==> images/clock_wires.png <==
Drawn at 4 px/um.
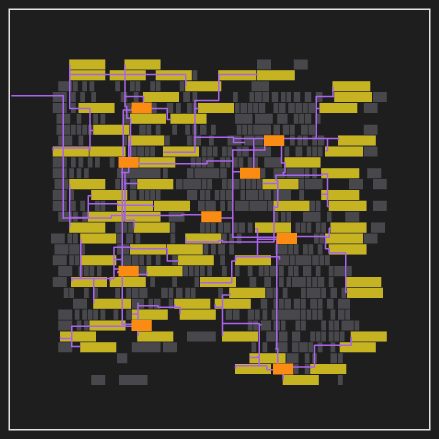
==> images/m3.png <==
Drawn at 4 px/um. Cells faint in the background.
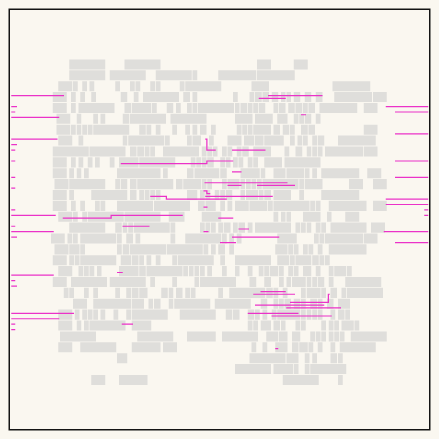
==> images/m1.png <==
Drawn at 3 px/um. Supply wires on this layer in gray.
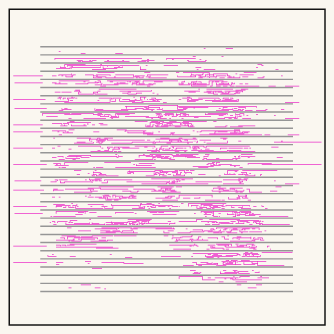
==> images/clock_nets.png <==
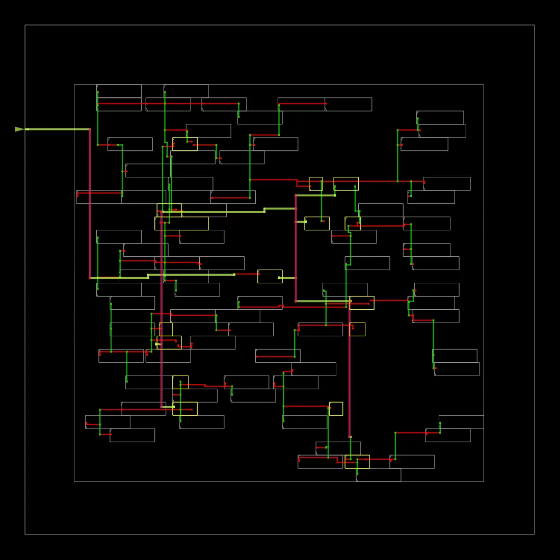
==> images/util_map.png <==
Drawn at 4 px/um. The die is cut into 10 by 10 equal tiles; white is low, dark blue is high, 0 to 100% covered.
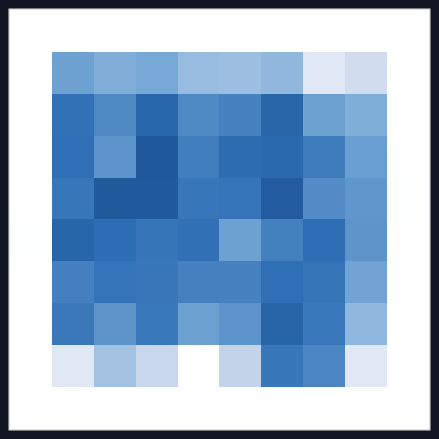
Design sevseg_scan_ctrl, sky130hd; sources not shown.
==> ci_impl_report.md <==
## Implementation flow summary

| Metric | Value |
|---|---|
| Status | `complete, no violations` |
| Routed vias/inst | `between 4 and 5` |
| Largest fanout on the critical path | `1` |
| Clk buf depth | `2` |
| Violation tally from detailed-route iteration zero | `roughly 190` |
| Port Buffers | `37` |
| Vias in the first global route | `about 2900` |
| Critical path buffer and inverter count | `1` |
| Grt ovf | `0` |
| First-pass GRT wire length | `between 10 and 15 mm` |
| IO Count | `38` |
| Final setup violating endpoints | `0` |
| CP peak stage delay | `between 700 and 800 ps` |
| Flip-flops with a built-in enable | `0` |
| Chip area | `0.0110 mm^2` |
| CTS resizes | `0` |
| GR Util All Layers | `roughly 14%` |
| Routed Antenna Nets | `0` |
| Root Driver | `clkbuf_8` |
| Post-synth cell types | `30` |
| Hold Path Class | `input pin to async pin` |
| N_diodes | `0` |
| Critical path class | `register to output port` |
| Top-count cell post-synth | `nand2_1` |
| Num rows | `30` |
| Die width | `105 um` |
| RSZ-0062 raised after global routing | `no` |
| DRC errors left | `0` |
| Yosys top cell by area | `dfrtp_1` |
| Synth flops | `between 70 and 80` |
| Yosys stat area | `roughly 0.0037 mm^2` |
| CP Depth | `1` |
| Final Cell Area | `0.00434 mm^2` |
| Fin crit share | `between 90% and 100%` |
Notes on clock_wires.png above:
legend:
  orange:
    item: clock-net drivers
    count: 9
  yellow:
    item: flip-flops
    count: 73
  purple:
    item: clock wires
    length: 900 um
routed clock nets: 10
clk_skew: 11.6 ps
Clock Latency Late Sink: 360 ps

Notes on m3.png above:
wire length on this layer: 473 um
nets with wire on the layer: 55
main direction: horizontal
share of all routed wire: 6.4%
longest straight run: 21.4 um
via count: 2975
total wire length: 7.37 mm
GR Layer Usage met3: 3.93%

Notes on m1.png above:
main direction: horizontal
longest straight run: 29.0 um
nets with wire on the layer: 483
share of all routed wire: 46%
grt met1 use: 17.9%

Notes on clock_nets.png above:
clk pwr: 1.07 mW
Num CTS Buffers: 9
clk_buf instances: 9
Sink Count: 73
flop count: 73

Notes on util_map.png above:
densest ninth of the die: center
emptiest ninth of the die: north-east
tiles over 75% full: 11%
mean over tiles: 38%
fullest tile: 84%
Core Util, Final: 63.1%
Floorplan Utilization: 53.3%
core area: 0.00687 mm^2

-- cells by family after synthesis --
group	count (synthesis)	share of synthesized area, %
fa+ha+maj	12	4.10
xor+xnor	7	1.67
flops	73	50.3
other cells	1	0.102
simple gates	303	35.5
buf+inv	50	6.29
compound gates	13	1.98
-- routing by layer --
layer / track usage [%] / routed length (um) / up-vias
met4: 6.67 / 126 / 0
li1: - / - / 1503
met2: 21.0 / 3340 / 91
met5: 0 / 0 / -
met1: 17.9 / 3420 / 1367
met3: 3.93 / 472 / 14
-- cell usage in the layout, fill, tap and decap left out, types with 4 or more instances in the layout --
cell / Yosys / routed
nand2_1: 187 / 187
dfrtp_1: 60 / 60
nand3_1: 56 / 56
nor2_1: 41 / 41
clkdlybuf4s50_1: 0 / 36
inv_1: 34 / 33
dfstp_2: 13 / 13
ha_1: 12 / 12
clkbuf_8: 0 / 9
o21ai_0: 8 / 8
xor2_1: 6 / 6
nand2_2: 4 / 4
clkinvlp_4: 0 / 4
-- final cells by class --
type / count / area (um^2)
Multi-Input combinational cell: 336 / 1590
Tap cell: 96 / 120
Clock inverter: 7 / 78.8
Timing Repair Buffer: 42 / 443
Clock buffer: 9 / 124
Inverter: 36 / 139
Fill cell: 611 / 2530
Sequential cell: 73 / 1840
-- stage by stage --
step                      hold slack, ps  instances  utilization (%)  worst slack (ps)
final                                457        599             63.1              80.6
after global routing                 490        599             63.1              44.1
after CTS                            463        599             63.1              58.6
after detailed placement             462        583             60.2               327
after global placement               458        583             60.2               364
after floorplan                      432        459                -               605
-- power by group --
| group | total (mW) | leakage, nW | internal [mW] | switching, mW |
|---|---|---|---|---|
| combinational | 0.124 | 1.13 | 0.0610 | 0.0633 |
| sequential | 1.40 | 0.917 | 1.38 | 0.0206 |
| clock | 1.07 | 0.0925 | 0.533 | 0.542 |
| total | 2.60 | 2.14 | 1.97 | 0.626 |
Power is estimated from default activity; no workload was simulated.
